### config.mk
export PLATFORM = sky130hd
export DESIGN_NAME = oai_mult
export DESIGN_NICKNAME = d
export VERILOG_FILES = /design/src/rtl/oai_mult.sv
export SDC_FILE = /design/constraint.sdc
export NUM_CORES = 1
export LEC_CHECK = 0
export ABC_CLOCK_PERIOD_IN_PS = 800
export CELL_PAD_IN_SITES_DETAIL_PLACEMENT = 1
export CELL_PAD_IN_SITES_GLOBAL_PLACEMENT = 1
export CORE_ASPECT_RATIO = 0.6
export CORE_MARGIN = 10
export CORE_UTILIZATION = 18
export DETAILED_ROUTE_END_ITERATION = 12
export PLACE_DENSITY = 0.83
export SLEW_MARGIN = 10
export SYNTH_ARGS = -nofsm -noshare
export SYNTH_HDL_FRONTEND = slang
export SYNTH_SLANG_ARGS = --single-unit
### constraint.sdc
create_clock -name clk -period 0.8 [get_ports clk]
set_clock_uncertainty 0.15 [all_clocks]
set_input_delay 0.12 -clock clk [delete_from_list [all_inputs] [get_ports clk]]
set_output_delay 0.12 -clock clk [all_outputs]
set_load 0.1 [all_outputs]
### src/rtl/oai_mult.sv
// rtl/oai_mult.sv - bit-parallel OR-AND-INVERT partial-product cell with registered copy
//
// Ports:
//   clk       rising-edge clock for the registered path
//   rst       asynchronous active-high reset of the registered path
//   a, b      WIDTH-bit operands
//   c, d      1-bit controls broadcast across the word (force (a|c) / (b|d) to 1)
//   in_valid  qualifies a/b/c/d for capture into e_q
//   e         combinational result ~((a|{WIDTH{c}}) & (b|{WIDTH{d}}))
//   e_q       registered copy of e, updated only on in_valid
//   out_valid e_q holds a result captured on the previous edge

module oai_mult #(
    parameter int WIDTH = 12
) (
    input  logic             clk,
    input  logic             rst,
    input  logic [WIDTH-1:0] a,
    input  logic [WIDTH-1:0] b,
    input  logic             c,
    input  logic             d,
    input  logic             in_valid,
    output logic [WIDTH-1:0] e,
    output logic [WIDTH-1:0] e_q,
    output logic             out_valid
);

    // Bits are independent: c and d act as per-word force/mask controls.
    //   c=0,d=0 -> NAND(a,b); c=0,d=1 -> ~a; c=1,d=0 -> ~b; c=1,d=1 -> 0
    logic [WIDTH-1:0] a_term;
    logic [WIDTH-1:0] b_term;

    assign a_term = a | {WIDTH{c}};
    assign b_term = b | {WIDTH{d}};
    assign e      = ~(a_term & b_term);

    // e_q keeps its last captured value across idle cycles; out_valid is a
    // one-cycle strobe per capture.
    always_ff @(posedge clk or posedge rst) begin
        if (rst) begin
            e_q       <= '0;
            out_valid <= 1'b0;
        end else begin
            if (in_valid) begin
                e_q <= e;
            end
            out_valid <= in_valid;
        end
    end

endmodule

Run 1, clock wiring as the flow saved it:
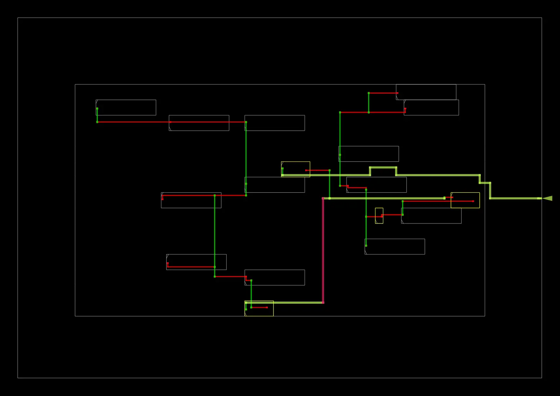
Flops: 13
Clock Latency Late Sink: 260 ps
Num CTS Buffers: 3

Run 1, clock wires, drivers and flops:
Scale: 6 px per µm.
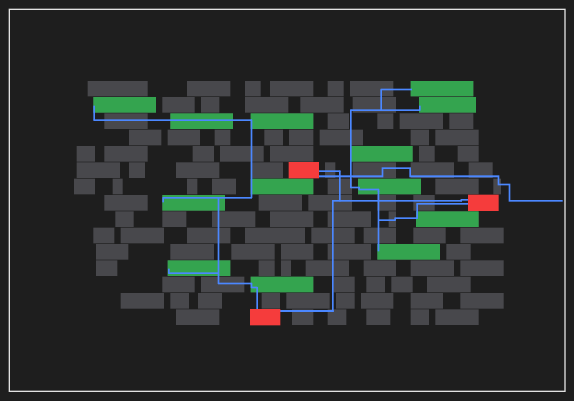
- clock wires: blue (length 284 µm)
- flip-flops: green (count 13)
- cells driving clock nets: red (count 3)
- routed clock nets: 4
Clk network pwr share: 0.171
Clock Power: 0.635 mW

==> GITHUB_STEP_SUMMARY, run 1 <==
### Flow metrics

| Metric | Value |
|---|---|
| Worst slew margin | `0.8560` |
| Simple Share, Synth | `0` |
| Die H | `63.42 µm` |
| Yosys synthesis chip area | `565.5 µm²` |
| Peak supply drop | `0.001042 V` |
| Final worst slack | `-408.6 ps` |
| CP startpoint kind | `flop` |
| Fin crit period | `1209 ps` |
| Kind of critical path | `flop to output pin` |
| Mux area share | `0.2389` |
| Average via count per standard cell | `4.248` |
| Chip area | `5858 µm²` |
| Clk root buf | `clkbuf_8` |
| GRT Total Usage | `0.1245` |
| Max Freq | `827.4 MHz` |
| Area growth, synth to finish | `237.4%` |
| Top logic cells by instance count in the layout | `buf_12 (29), o22ai_4 (12), dfrtp_4 (12), dlygate4sd2_1 (12), mux2_4 (11)` |
| CTS H-Tree Depth | `1` |
| CP delay by family, top | `flip-flops` |
| Largest stage delay on the critical path | `500 ps` |
| Setup TNS Final | `-11,560 ps` |
| Synth cell types | `6` |
| Unrepaired setup endpoints after global routing | `yes` |
| Compound Share, Synth | `0.1327` |
| First-pass GRT wire length | `5.340 mm` |
| Mapped cell area | `565.5 µm²` |
| Floorplan net count | `70` |
| Detail Route Antenna Nets | `0` |
| Sum of buffers and inverters on the critical path | `1` |
| Flops after synth | `13` |
| Final setup viols | `37` |
| Placed Instances | `138` |
| Post-Syn Instances | `41` |
| Reg clk slew, reported paths | `60 ps` |
| Nets | `145` |
| Layout Cells excl Fill | `157` |
| Row count | `15` |
| N_diodes | `0` |
| CP Cell Sequence | `buf_12` |
| Total power | `3.715 mW` |
| DR WL/cell | `23.00 µm` |
| Antenna violations before repair | `0` |
| Register share after synthesis | `0.5752` |
| Violations in the final reports | `setup timing` |
| Area after DPL | `1713 µm²` |
| Outcome | `finished, violations left` |
| Layout cells sized above 1 | `0.7913` |
| Most frequent logic cell in the layout | `buf_12` |
| Fin Hold WS | `62.97 ps` |
| Hold Path Class | `input port to asynchronous set/reset pin` |
| Final HPWL DP | `2.321 mm` |
| Aggregate global routing overflow | `0` |
| Syn Area/Cell | `13.79 µm²` |
| Die W | `92.37 µm` |
| DRC | `0` |
| CTS Sinks | `13` |
| Hold Fails Final Rpt | `0` |
| Xor+xnor area frac | `0` |
| CP max stage cell | `dfrtp_4` |
| Cts hold-fix bufs | `0` |
| Drt initial violations | `8` |
| Via Count | `667` |
| Adders+Majority by Area | `0` |
| Iteration tally of the first detailed-router pass | `3` |
| Filler cell count | `266` |
| Post-place setup slack | `-701.1 ps` |
| Crit Path Max Fanout | `2` |
| Pin count of the biggest net entering global routing | `14` |
| Arrival time at the worst endpoint | `940 ps` |
| Largest logic family | `multiplexers` |
| Tool warnings | `29` |
| Pwr/cell area | `1947 nW/µm²` |
| CTS tree | `built` |
| Worst Path Required | `530 ps` |
| Tcrit/Tclk final | `1.511` |
| Max Slew Vio Count | `0` |
| Crit. End Element | `output pin` |
| PortBufs | `53` |
| Warnings from Yosys | `0` |
| Leakage | `0.8156 nW` |
Run 1, placed cells, one colour a class:
Scale: 4 px per µm. Fill, decap, tap and diode cells in grey.
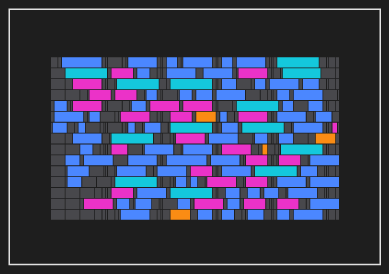
- other buffers and delay cells: blue (cells 73; share of their area 55%)
- flip-flops: cyan (cells 13; share of their area 20%)
- clock drivers and dummy loads: orange (cells 4; share of their area 2.4%)
- all other logic: magenta (cells 25; share of their area 23%)
final instance area: 1908 µm²
Post-Route Utilization: 0.6476
Seq area share: 0.1948
core area: 2947 µm²

## run 1: layout make-up
type	instances	area [µm²]	share of cell area
Clock buffer	4	45.04	0.02361
Inverter	1	3.754	0.001967
Multi-Input combinational cell	24	416.7	0.2184
Sequential cell	13	371.6	0.1948
Tap cell	42	52.55	0.02754
Timing Repair Buffer	73	1018	0.5338
## run 1: registers in the layout, indices dropped and copies added, names as in the netlist
signal and cells:
e_q 12, out_valid 1
## run 1: cells in the mapped netlist
library cell	count	area share
buf_4	2	0.027
dfrtp_1	13	0.58
buf_6	1	0.020
o22ai_1	12	0.13
mux2_2	12	0.24
inv_1	1	0.0066
## run 1: report_power, final
group | total (mW) | internal [mW] | switching, mW | leakage [nW]
logic | 2.20 | 0.917 | 1.28 | 0.651
clock network | 0.635 | 0.354 | 0.281 | 0.0228
registers | 0.884 | 0.785 | 0.0991 | 0.142
## run 1: metal layers
layer	part of all wire	vias up	GRT usage
met2	0.53	31	0.2035
li1	-	305	-
met3	0.092	2	0.06974
met5	0	-	0
met4	0.0050	0	0.02874
met1	0.38	329	0.1377
## run 1: repair_timing
action / CTS / global route
resized: 50 / 15
cloned: 2 / 0
buffers inserted: 9 / 4
endpoints found under the hold margin: 0 / 0
pin swaps: 12 / 9
endpoints found under the setup margin: 37 / 37
## run 1: path summary, 6_finish.rpt
kind,start,end,slack [ps],cells past startpoint
max in group asynchronous,rst,out_valid$_DFF_PP0_,300,3
setup / recovery,e_q[2]$_DFFE_PP0P_,e_q[2],-410,1
hold reg to reg,e_q[7]$_DFFE_PP0P_,e_q[7]$_DFFE_PP0P_,440,1
min in group clk,in_valid,out_valid$_DFF_PP0_,190,2
hold / removal,rst,e_q[1]$_DFFE_PP0P_,60,3
setup reg to reg,e_q[10]$_DFFE_PP0P_,e_q[10]$_DFFE_PP0P_,-380,2
Run 1, I/O pins on the die edge:
Scale: 3 px per µm. Pins as bars across the die edge, other pins in grey.
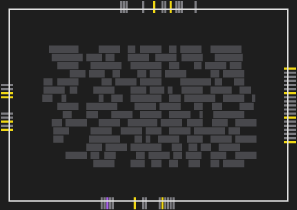

==> run 1 -> run 2 <==
--- a/config.mk
+++ b/config.mk
@@ -5,14 +5,13 @@
 export SDC_FILE = /design/constraint.sdc
 export NUM_CORES = 1
 export LEC_CHECK = 0
-export ABC_CLOCK_PERIOD_IN_PS = 800
 export CELL_PAD_IN_SITES_DETAIL_PLACEMENT = 1
 export CELL_PAD_IN_SITES_GLOBAL_PLACEMENT = 1
 export CORE_ASPECT_RATIO = 0.6
 export CORE_MARGIN = 10
-export CORE_UTILIZATION = 18
+export CORE_UTILIZATION = 20
 export DETAILED_ROUTE_END_ITERATION = 12
-export PLACE_DENSITY = 0.83
+export PLACE_DENSITY = 0.87
 export SLEW_MARGIN = 10
 export SYNTH_ARGS = -nofsm -noshare
 export SYNTH_HDL_FRONTEND = slang
==> constraint.sdc (replaced) <==
create_clock -name clk -period 1.13 [get_ports clk]
set_clock_uncertainty 0.15 [all_clocks]
set_input_delay 0.1695 -clock clk [delete_from_list [all_inputs] [get_ports clk]]
set_output_delay 0.1695 -clock clk [all_outputs]
set_load 0.1 [all_outputs]
Run 2, I/O pins on the die edge:
Scale: 3 px per µm. Pins as bars across the die edge, other pins in grey.
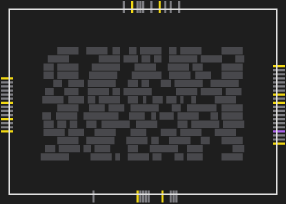
- `d`: purple (pins 1; direction input; edge right)
- `a`: yellow (pins 12; direction input; edge 4 right, 4 left, 2 bottom, 2 top)
- all pins by edge: 20 right, 14 left, 10 bottom, 10 top
Die W: 88.65 µm
PortBufs: 53
Die H: 61.19 µm

Run 2, clock wires, drivers and flops:
Scale: 6 px per µm.
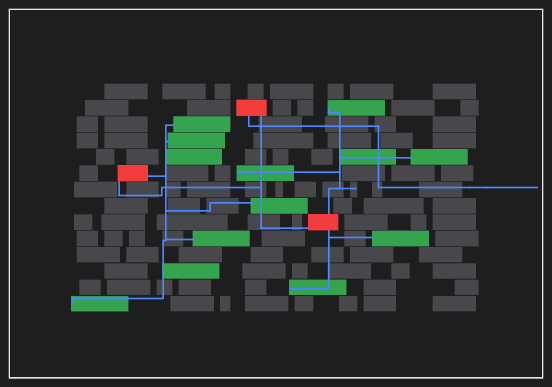
- cells driving clock nets: red (count 3)
- flip-flops: green (count 13)
- clock wires: blue (length 273 µm)
- routed clock nets: 4
Clk network pwr share: 0.174
Clock Power: 0.447 mW

Run 2, placed cells, one colour a class:
Scale: 4 px per µm. Fill, decap, tap and diode cells in grey.
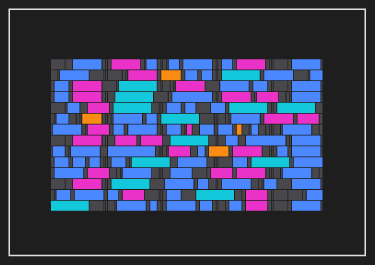
- all other logic: magenta (cells 25; share of their area 24%)
- other buffers and delay cells: blue (cells 70; share of their area 55%)
- clock drivers and dummy loads: orange (cells 4; share of their area 2.5%)
- flip-flops: cyan (cells 13; share of their area 19%)
final instance area: 1841 µm²
Seq area share: 0.1856
core area: 2592 µm²
row count: 14

==> GITHUB_STEP_SUMMARY, run 2 <==
### Flow metrics

| Metric | Value |
|---|---|
| Flops after synth | `13` |
| M1 GR Usage | `0.1576` |
| Worst Path Required | `810 ps` |
| Arrival time at the worst endpoint | `870 ps` |
| Via Count | `675` |
| Pwr/cell area | `1399 nW/µm²` |
| Tcrit/Tclk final | `1.055` |
| Yosys synthesis chip area | `565.5 µm²` |
| Hold Path Class | `input port to asynchronous set/reset pin` |
| Clk root buf | `clkbuf_8` |
| CP delay by family, top | `flip-flops` |
| Hold Fails Final Rpt | `0` |
| Max reg flops | `12` |
| Layout Cells excl Fill | `144` |
| Average via count per standard cell | `4.688` |
| CP max stage cell | `dfrtp_2` |
| Cts hold-fix bufs | `0` |
| Most frequent logic cell in the layout | `buf_12` |
| Grt peak-use layer | `met2` |
| Peak supply drop | `0.0008187 V` |
| Reg2reg end | `e_q[2]$_DFFE_PP0P_` |
| GRT Total Usage | `0.1440` |
| Floorplan net count | `70` |
| Largest stage delay on the critical path | `440 ps` |
| Post-Syn Instances | `41` |
| Aggregate global routing overflow | `0` |
| Post-CTS setup buffer count | `6` |
| CTS H-Tree Depth | `1` |
| Register share after synthesis | `0.5752` |
| Outcome | `finished, violations left` |
| Area leader, netlist | `dfrtp_1` |
| Detail Route Antenna Nets | `0` |
| DRC | `0` |
| First-pass GRT wire length | `5.492 mm` |
| Layout cells sized above 1 | `0.7768` |
| Iteration tally of the first detailed-router pass | `3` |
| Largest Register | `e_q` |
| Pin count of the biggest net entering global routing | `14` |
| Top logic cells by instance count in the layout | `buf_12 (28), dfrtp_2 (13), o22ai_4 (12), mux2_4 (12), clkdlybuf4s15_1 (12)` |
| Nets | `142` |
| Num CTS Buffers | `3` |
| Asr flop ratio synth | `1.000` |
| Most instantiated cells after synthesis | `dfrtp_1 (13), mux2_2 (12), o22ai_1 (12)` |
| CTS tree | `built` |
| Kind of critical path | `flop to output pin` |
| Synth cell types | `6` |
| Max Freq | `839.2 MHz` |
| Final HPWL DP | `2.434 mm` |
| Main synth FF type | `dfrtp_1` |
| Post-cts gate resize count | `45` |
| Placed Instances | `127` |
| Drt initial violations | `8` |
| Worst slew margin | `0.8429` |
| Fin crit period | `1192 ps` |
| CP startpoint kind | `flop` |
| Leakage | `0.8053 nW` |
| Violations in the final reports | `setup timing` |
| Top cells, area | `dfrtp_1 (58%), mux2_2 (24%), o22ai_1 (13%)` |
| Biggest regs | `e_q x12, out_valid x1` |
| Crit path launch | `e_q[2]$_DFFE_PP0P_` |
| GRT met3 Usage | `0.07905` |
| Max Slew Vio Count | `0` |
| Final worst slack | `-61.63 ps` |
| Mapped cell area | `565.5 µm²` |
| Crit Path Max Fanout | `2` |
| DR WL/cell | `25.99 µm` |
| Tool warnings | `29` |
| CTS Sinks | `13` |
| Chip area | `5424 µm²` |
| Yosys top cell area share | `0.5752` |
| Unrepaired setup endpoints after global routing | `yes` |
| Syn Area/Cell | `13.79 µm²` |
| Final setup viols | `19` |
| Post-place setup slack | `-443.1 ps` |
| Area growth, synth to finish | `225.4%` |
| N_diodes | `0` |
[run 2: how the worst max path moves through the flow]
stage,to,depth (start not counted)
finish,e_q[2],1
CTS,e_q[3],1
detailed placement,e[7],4
floorplan,e_q[0]$_DFFE_PP0P_,3
global route,e_q[2],1
global placement,e[0],4
[run 2: final cells by class]
| class | instances | area [µm²] |
|---|---|---|
| clock buffer | 4 | 45.04 |
| fill | 216 | 752.0 |
| inverter | 1 | 3.754 |
| multi-input combinational | 24 | 420.4 |
| sequential | 13 | 341.6 |
| tap | 32 | 40.04 |
| timing repair buffer | 70 | 989.7 |
[run 2: through the flow]
| step | power (mW) | TNS [ps] | utilization | cell area, µm² | hold WS (ps) |
|---|---|---|---|---|---|
| after global routing | 2.655 | -1160 | 0.7099 | 1841 | 107.1 |
| after global placement | 2.041 | -9331 | 0.6380 | 1654 | 330.1 |
| after detailed placement | 2.059 | -9890 | 0.6380 | 1654 | 348.4 |
| after floorplan | 1.440 | -3503 | - | 808.3 | -103.4 |
| after CTS | 2.516 | -681.9 | 0.6988 | 1812 | 85.24 |
| final | 2.576 | -685.0 | 0.7099 | 1841 | 95.04 |
[run 2: power by group]
part	total, mW	switching [mW]	internal [mW]
combinational	1.53	0.900	0.627
clock	0.447	0.197	0.251
sequential	0.601	0.0688	0.532
[run 2: per-layer routing]
| layer | vias up | wire length, µm |
|---|---|---|
| met3 | 3 | 357 |
| met2 | 41 | 1882 |
| li1 | 300 | - |
| met1 | 331 | 1483 |
| met4 | 0 | 19 |
| met5 | - | 0 |
[run 2: cells by family after synthesis]
kind of cell / share of synthesized area
multiplexers: 0.2389
flip-flops: 0.5752
AND-OR/OR-AND: 0.1327
buffers and inverters: 0.05308
[run 2: tightest hold or removal path, cell delays in order]
cell and delay (ps):
clkdlybuf4s50_1 400, inv_1 70, buf_4 220
Run 2, met2 routing:
Scale: 4 px per µm.
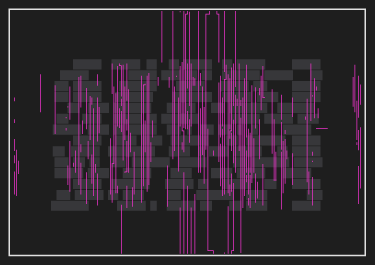

==> run 2 -> run 3 <==
==> constraint.sdc (replaced) <==
create_clock -name clk -period 1.3 [get_ports clk]
set_clock_uncertainty 0.15 [all_clocks]
set_input_delay 0.195 -clock clk [delete_from_list [all_inputs] [get_ports clk]]
set_output_delay 0.195 -clock clk [all_outputs]
set_load 0.1 [all_outputs]
Run 3, met2 routing:
Scale: 4 px per µm.
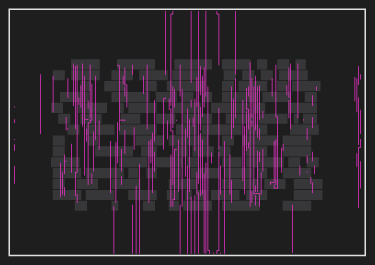
- main direction: vertical
- wire length on this layer: 1,600 µm
- longest straight run: 43.0 µm
Detailed Route WL: 3.178 mm
Via Count: 654
met2 Use GR: 0.2220

Run 3, clock wiring as the flow saved it:
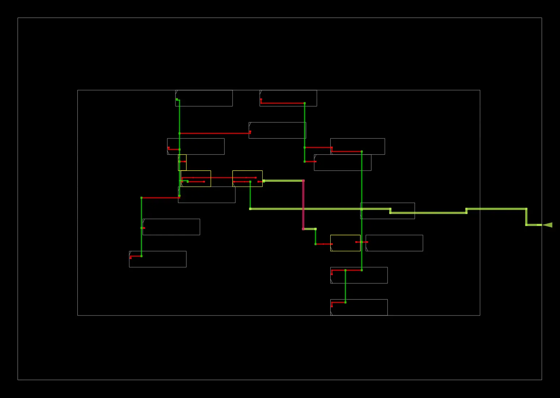
Clock Latency Late Sink: 240 ps
final-layout clock buffer total: 4

==> GITHUB_STEP_SUMMARY, run 3 <==
### Flow metrics

| Metric | Value |
|---|---|
| Outcome | `finished clean` |
| Final HPWL DP | `2.472 mm` |
| Filler cell count | `234` |
| Tool warnings | `27` |
| Asr flop ratio synth | `1.000` |
| Unrepaired setup endpoints after global routing | `no` |
| Cts hold-fix bufs | `0` |
| Max reg flops | `12` |
| Kind of critical path | `input port to output pin` |
| Biggest regs | `e_q x12, out_valid x1` |
| Clk root buf | `clkbuf_8` |
| PortBufs | `53` |
| Grt peak-use layer | `met2` |
| Top logic cells by instance count in the layout | `buf_12 (27), dlygate4sd2_1 (24), o22ai_4 (12), buf_4 (12)` |
| Drt initial violations | `13` |
| CTS Sinks | `13` |
| Final worst slack | `23.86 ps` |
| CP max stage cell | `o22ai_4` |
| Worst Path Required | `950 ps` |
| Sum of buffers and inverters on the critical path | `3` |
| Nets | `141` |
| Detail Route Antenna Nets | `0` |
| Yosys synthesis chip area | `565.5 µm²` |
| Fin crit period | `1276 ps` |
| P_seq | `0.519 mW` |
| Most frequent cell after synthesis | `dfrtp_1` |
| Layout cells sized above 1 | `0.7297` |
| Core area | `2592 µm²` |
| Crit Path Max Fanout | `6` |
| M1 GR Usage | `0.1379` |
| Pwr/cell area | `1217 nW/µm²` |
| MI comb area | `416.7 µm²` |
| Worst slew margin | `0.8630` |
| Met2 wire length | `1.598 mm` |
| Warnings from Yosys | `0` |
| Post-place setup slack | `-304.3 ps` |
| Hold Path Class | `input port to asynchronous set/reset pin` |
| Clock Power | `0.360 mW` |
| Uppermost layer routed | `met4` |
| Leakage | `0.7838 nW` |
| Tcrit/Tclk final | `0.9816` |
| Reg power frac | `0.241` |
| Average via count per standard cell | `4.573` |
| Arrival time at the worst endpoint | `930 ps` |
| Yosys top cell area share | `0.5752` |
| Sw frac | `0.4490` |
| Num CTS Buffers | `3` |
| Hold Fails Final Rpt | `0` |
| Die W | `88.65 µm` |
| Area leader, netlist | `dfrtp_1` |
| Mapped cell area | `565.5 µm²` |
| Largest Register | `e_q` |
| Largest stage delay on the critical path | `210 ps` |
| Fin Hold WS | `109.6 ps` |
| Post-Route Utilization | `0.6829` |
| Die H | `61.19 µm` |
| Met3 routed WL | `318 µm` |
| Max Freq | `783.6 MHz` |
| Worst path depth | `4` |
| DR WL/cell | `22.22 µm` |
| N_diodes | `0` |
| Antenna violations before repair | `0` |
| Final setup viols | `0` |
| Biggest consumer | `combinational cells` |
| Reg2Reg Depth | `1` |
| CTS tree | `built` |
Run 3, I/O pins on the die edge:
Scale: 3 px per µm. Pins as bars across the die edge, other pins in grey.
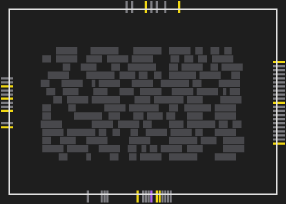
- `a`: yellow (pins 12; direction input; edge 4 left, 3 right, 3 bottom, 2 top)
- `d`: purple (pins 1; direction input; edge bottom)
- all pins by edge: 21 right, 15 bottom, 11 left, 7 top

[run 3: cell counts after synthesis]
Identical to the previous run, type by type.
[run 3: logic make-up (layout without fill, tap and decap cells)]
logic type,count (synthesis),count (layout),share of synthesized area
AOI/OAI and AO/OA,12,12,0.1327
DFF,13,13,0.5752
muxes,12,12,0.2389
buffers and inverters,4,74,0.05308
[run 3: tightest hold or removal path, stage by stage]
cell	delay, ps
clkdlybuf4s50_1	400
inv_1	60
buf_4	210
[run 3: final timing paths]
path | startpoint | endpoint
min in group clk | b[7] | e_q[7]$_DFFE_PP0P_
setup / recovery | c | e[1]
hold / removal | rst | e_q[1]$_DFFE_PP0P_
hold reg to reg | e_q[7]$_DFFE_PP0P_ | e_q[7]$_DFFE_PP0P_
setup reg to reg | e_q[6]$_DFFE_PP0P_ | e_q[6]$_DFFE_PP0P_
max in group asynchronous | rst | e_q[7]$_DFFE_PP0P_
[run 3: area by class of cell]
| class | count | area share |
|---|---|---|
| multi-input combinational | 24 | 0.2353 |
| sequential | 13 | 0.1915 |
| inverter | 1 | 0.002120 |
| timing repair buffer | 69 | 0.5230 |
| tap | 32 | 0.02261 |
| clock buffer | 4 | 0.02544 |
[run 3: per-stage QoR]
stage / total power, mW / setup TNS, ps / area, µm² / std cells
2_1_floorplan: 1.248 / -1021 / 802.0 / 41
3_3_place_gp: 1.771 / -6113 / 1658 / 130
3_5_place_dp: 1.792 / -6743 / 1658 / 130
4_1_cts: 2.170 / 0 / 1770 / 143
5_1_grt: 2.240 / 0 / 1770 / 143
6_report: 2.154 / 0 / 1770 / 143
[run 3: repair_timing]
item | CTS | global route
gates resized | 35 | 0
endpoints found under the setup margin | 24 | 3
setup buffers | 7 | 0
pin swaps | 12 | 3
cloned | 2 | 0
Power and IR drop assume default switching activity.
